### Cell placement

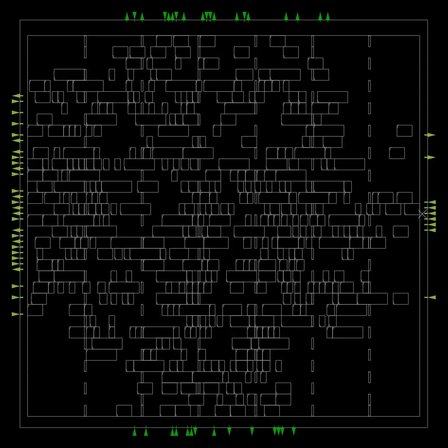
### I/O nets highlighted

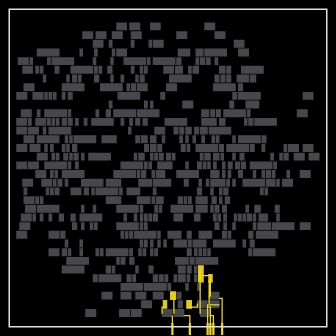
### Logic cells by family

Scale bar: 20 microns.
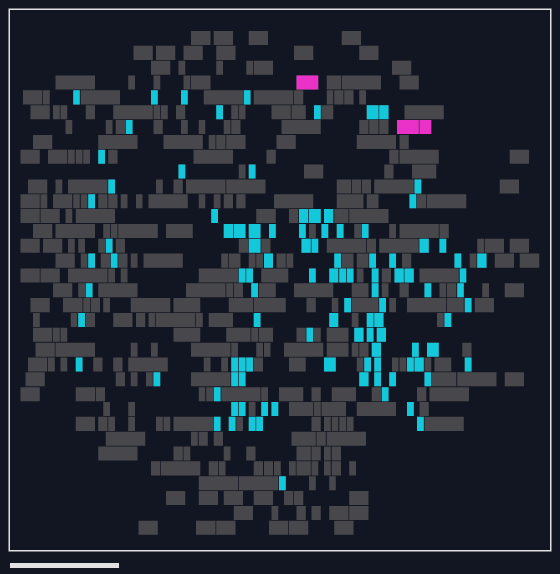
### src/rtl/mem_copy64.sv
// mem_copy64: word-by-word RAM-to-RAM copy engine.
// Each word costs one READ cycle (capture ram_out) and one WRITE cycle (store it).
// Source and destination addresses wrap modulo the RAM size. The copy runs in
// ascending order, so overlapping ranges see earlier writes of the same copy.
module mem_copy64 #(
  parameter int ADDR_W = 6,
  parameter int DATA_W = 16
) (
  input  logic              clk,
  input  logic              reset,
  input  logic              start,
  input  logic [ADDR_W-1:0] src,
  input  logic [ADDR_W-1:0] dst,
  input  logic [ADDR_W:0]   len,
  output logic              busy,
  output logic              done,
  output logic [ADDR_W:0]   words_done,
  output logic [ADDR_W-1:0] ram_addr,
  output logic [DATA_W-1:0] ram_in,
  output logic              ram_load,
  input  logic [DATA_W-1:0] ram_out
);

  localparam int unsigned   Words  = 1 << ADDR_W;
  localparam logic [ADDR_W:0] MaxLen = Words[ADDR_W:0];
  localparam logic [ADDR_W:0] One    = {{ADDR_W{1'b0}}, 1'b1};

  typedef enum logic [1:0] {StIdle, StRead, StWrite, StDone} state_t;

  state_t              r_state;
  logic [ADDR_W-1:0]   r_src;
  logic [ADDR_W-1:0]   r_dst;
  logic [ADDR_W:0]     r_len;
  logic [ADDR_W:0]     r_i;
  logic [ADDR_W:0]     r_words;
  logic [DATA_W-1:0]   r_data;
  logic                r_busy;
  logic                r_done;

  logic [ADDR_W:0]     w_len_sat;
  logic [ADDR_W:0]     w_i_next;

  // Requests longer than the RAM are clamped to one full pass.
  assign w_len_sat = (len > MaxLen) ? MaxLen : len;
  assign w_i_next  = r_i + One;

  // Control FSM; busy and done are registered alongside the state.
  always_ff @(posedge clk) begin
    if (reset) begin
      r_state <= StIdle;
      r_src   <= '0;
      r_dst   <= '0;
      r_len   <= '0;
      r_i     <= '0;
      r_words <= '0;
      r_data  <= '0;
      r_busy  <= 1'b0;
      r_done  <= 1'b0;
    end else begin
      unique case (r_state)
        StIdle: begin
          r_done <= 1'b0;
          if (start) begin
            r_src   <= src;
            r_dst   <= dst;
            r_len   <= w_len_sat;
            r_i     <= '0;
            r_words <= '0;
            if (w_len_sat == '0) begin
              r_state <= StDone;
              r_done  <= 1'b1;
            end else begin
              r_state <= StRead;
              r_busy  <= 1'b1;
            end
          end
        end
        StRead: begin
          r_data  <= ram_out;
          r_state <= StWrite;
        end
        StWrite: begin
          r_i     <= w_i_next;
          r_words <= r_words + One;
          if (w_i_next == r_len) begin
            r_state <= StDone;
            r_busy  <= 1'b0;
            r_done  <= 1'b1;
          end else begin
            r_state <= StRead;
          end
        end
        StDone: begin
          r_done  <= 1'b0;
          r_state <= StIdle;
        end
      endcase
    end
  end

  // RAM port decode; the write enable is gated by reset so an abort never writes.
  always_comb begin
    ram_addr = '0;
    ram_in   = '0;
    ram_load = 1'b0;
    unique case (r_state)
      StRead: begin
        ram_addr = r_src + r_i[ADDR_W-1:0];
      end
      StWrite: begin
        ram_addr = r_dst + r_i[ADDR_W-1:0];
        ram_in   = r_data;
        ram_load = ~reset;
      end
      default: begin
      end
    endcase
  end

  assign busy       = r_busy;
  assign done       = r_done;
  assign words_done = r_words;

endmodule

### config.mk
export PLATFORM = sky130hd
export DESIGN_NAME = mem_copy64
export DESIGN_NICKNAME = d
export VERILOG_FILES = /design/src/rtl/mem_copy64.sv
export SDC_FILE = /design/constraint.sdc
export NUM_CORES = 1
export LEC_CHECK = 0
export ABC_AREA = 1
export CORE_MARGIN = 1.5
export CORE_UTILIZATION = 29
export CTS_CLUSTER_SIZE = 28
export DETAILED_ROUTE_END_ITERATION = 8
export SYNTH_ARGS = -nofsm -noshare
export SYNTH_HDL_FRONTEND = slang
export SYNTH_SLANG_ARGS = --single-unit
### constraint.sdc
create_clock -name clk -period 7.64 [get_ports clk]
set_input_delay 1.146 -clock clk [delete_from_list [all_inputs] [get_ports clk]]
set_output_delay 1.146 -clock clk [all_outputs]
set_load 0.01 [all_outputs]
==> flow_summary.ini <==
; yosys + openroad results
[outcome]
status = finished with violations
violations = design-rule violations

[power_and_ir_drop]
comb_power_share = 0.162
leakage_uw = 0.00154
p_total_uw = 566
pwr_density_cell_nw_per_um2 = 159
pwr-share-seq = 0.534
switching_share = 0.277
p_int_uw = 409
p_switching_uw = 157

[global_routing]
grt_max_degree = 38
antenna_found_initial = 0
grt_first_pass_wirelength_microns = 11700
first_global_vias = 2650
grt_overflow_total = 0

[critical_path]
r2r-start = r_state[1]
path_cells = inv_1 -> ha_1 -> buf_4 -> nand2_1 -> nand2_1 -> ha_1 -> inv_1 -> fa_1 -> nor3_1 -> a211oi_1 -> a21oi_1 -> clkdlybuf4s50_1
cp_top_family = buffers and inverters
r2r_slack_ns = 5.26
critPathLaunchType = flop
startpoint = r_state[0]
cp.depth = 12
r2r-end = words_done[6]
r2r.worst_path.cells = 11
endpoint = ram_addr[4]
critical_path_buf_inv_count = 4
slowest_delay_ns = 0.55
worstPathRequired_ns = 6.49

[floorplan]
die_w_microns = 99.0
n_tap_cell = 108
die-area_sq_um = 9800
fp_util = 0.303
fp.dieH_microns = 99.0

[logic_synthesis]
postSynthSeqShare = 0.397
synth_flops = 53
top_logic_kind = simple AND/OR/NAND/NOR gates
ys_cells = 391
ys_sh_simple = 0.307
ys_sh_xor = 0.00984
synthAoiAreaFrac = 0.148
muxShareOfSynthArea = 0
ys_sh_adder = 0.0543
synth_cells = 391
fp_nets = 440
yosys_area_sq_um = 2670
syn_avg_cell_area_sq_um = 6.83

[sta]
setup_violations = 0
slew_headroom = 0.424
rsz0062_at_grt = false
finClkSkew_ns = 0.0111
worst_pin_slew_ns = 0.859
timing.hold.ws_ns = 0.476
setup_slack_ns = 3.44
hold_viol = 0
drv_slew = 0
finalCritPeriodShare = 0.550
clock.fmax_mhz = 238

[detailed_routing]
drt-pass1-iter-count = 7
drt_iter0_markers = 85
routed_wl_microns = 6790
final_antenna_net_count = 0
route.detailed.drc = 1

[cells_and_area]
clockNetworkAreaShare = 0.0278
mostFrequentLayoutCells = 78 x nand2_1, 73 x nor2_1, 69 x clkdlybuf4s50_1, 53 x dfxtp_1, 42 x inv_1
flops = 53
mi_logic_area_sq_um = 1390
buffers = 70
nets = 505
n_clock_buffer = 6
final_area_sq_um = 3550
buf_share = 0.196
n_antenna_cell = 0
logic_gates = 280
utilization = 0.404

[place]
pre_cts_ws_ns = 3.76
gp_congestion = 0.818

[min_path]
worst_hold_path_type = reg -> reg
worst_hold_path.endpoint = r_src[1]
holdPathStages = 2
hold_start = r_src[1]

[cts]
htreeDepth = 2
cts_resized = 0
clock_path_buffers = 2

[flow_run]
maxCapViolCount = 0
Back to the opening pictures, 'Cell placement':
flop share of the area: 0.298
Core Region: 8810 sq um
non-filler cells, final: 565
Fillers: 915

Back to the opening pictures, 'I/O nets highlighted':
- ram_addr: yellow (bits 6; direction output; end cells 6; buffers 6; wire 82.3 microns)
Ports: 70
port bufs: 69

Back to the opening pictures, 'Logic cells by family':
- nand cells: cyan (cells 103; most used nand2_1)
- and/or cells: magenta (cells 3; most used and3_4)
dominant logic cell type in the layout: nand2_1
Comb/total area: 0.390

-- sequential cells by signal, indices dropped and copies added (netlist names) --
| signal | flops |
|---|---|
| r_dst | 6 |
| r_len | 7 |
| r_src | 6 |
| words_done | 7 |
| done | 1 |
| r_state | 2 |
| r_data | 16 |
| r_i | 7 |
| busy | 1 |
-- routing by layer --
layer | up-vias | track usage | part of all wire
li1 | 1368 | - | -
met2 | 60 | 0.250 | 0.46
met1 | 1171 | 0.181 | 0.49
met3 | 4 | 0.0312 | 0.043
met4 | 0 | 0.0429 | 0.0043
met5 | - | 0 | 0
-- power groups by stage --
stage	clock network (uW)	logic (uW)	registers, uW
floorplan	0	52.3	307
global placement	0	91.4	308
detailed placement	0	92.6	309
CTS	177	93.0	303
global route	187	104	305
finish	172	92.0	303
-- logic make-up (layout without fill, tap and decap cells) --
group | Yosys count | count (layout)
DFF | 53 | 53
xor gates and xnor gates | 3 | 3
adders and majority gates | 11 | 11
and+or+nand+nor | 193 | 193
AOI/OAI and AO/OA | 73 | 73
buffers and inverters | 58 | 124
-- synth_stat cells (all sizes together) --
master / n / share of area
ha: 10 / 0.047
nor2: 77 / 0.11
buf: 1 / 0.0028
nand4: 1 / 0.0023
nor3: 8 / 0.017
a31oi: 1 / 0.0023
o21ai: 39 / 0.073
clkinv: 2 / 0.0028
nor3b: 2 / 0.0056
a21oi: 29 / 0.060
fa: 1 / 0.0075
and3: 3 / 0.011
nand2: 84 / 0.12
o21bai: 2 / 0.0070
nand3: 18 / 0.034
xor2: 2 / 0.0066
xnor2: 1 / 0.0033
inv: 44 / 0.063
dfxtp: 53 / 0.40
a211oi: 2 / 0.0056
clkbuf: 11 / 0.015
Power is estimated from default activity; no workload was simulated.
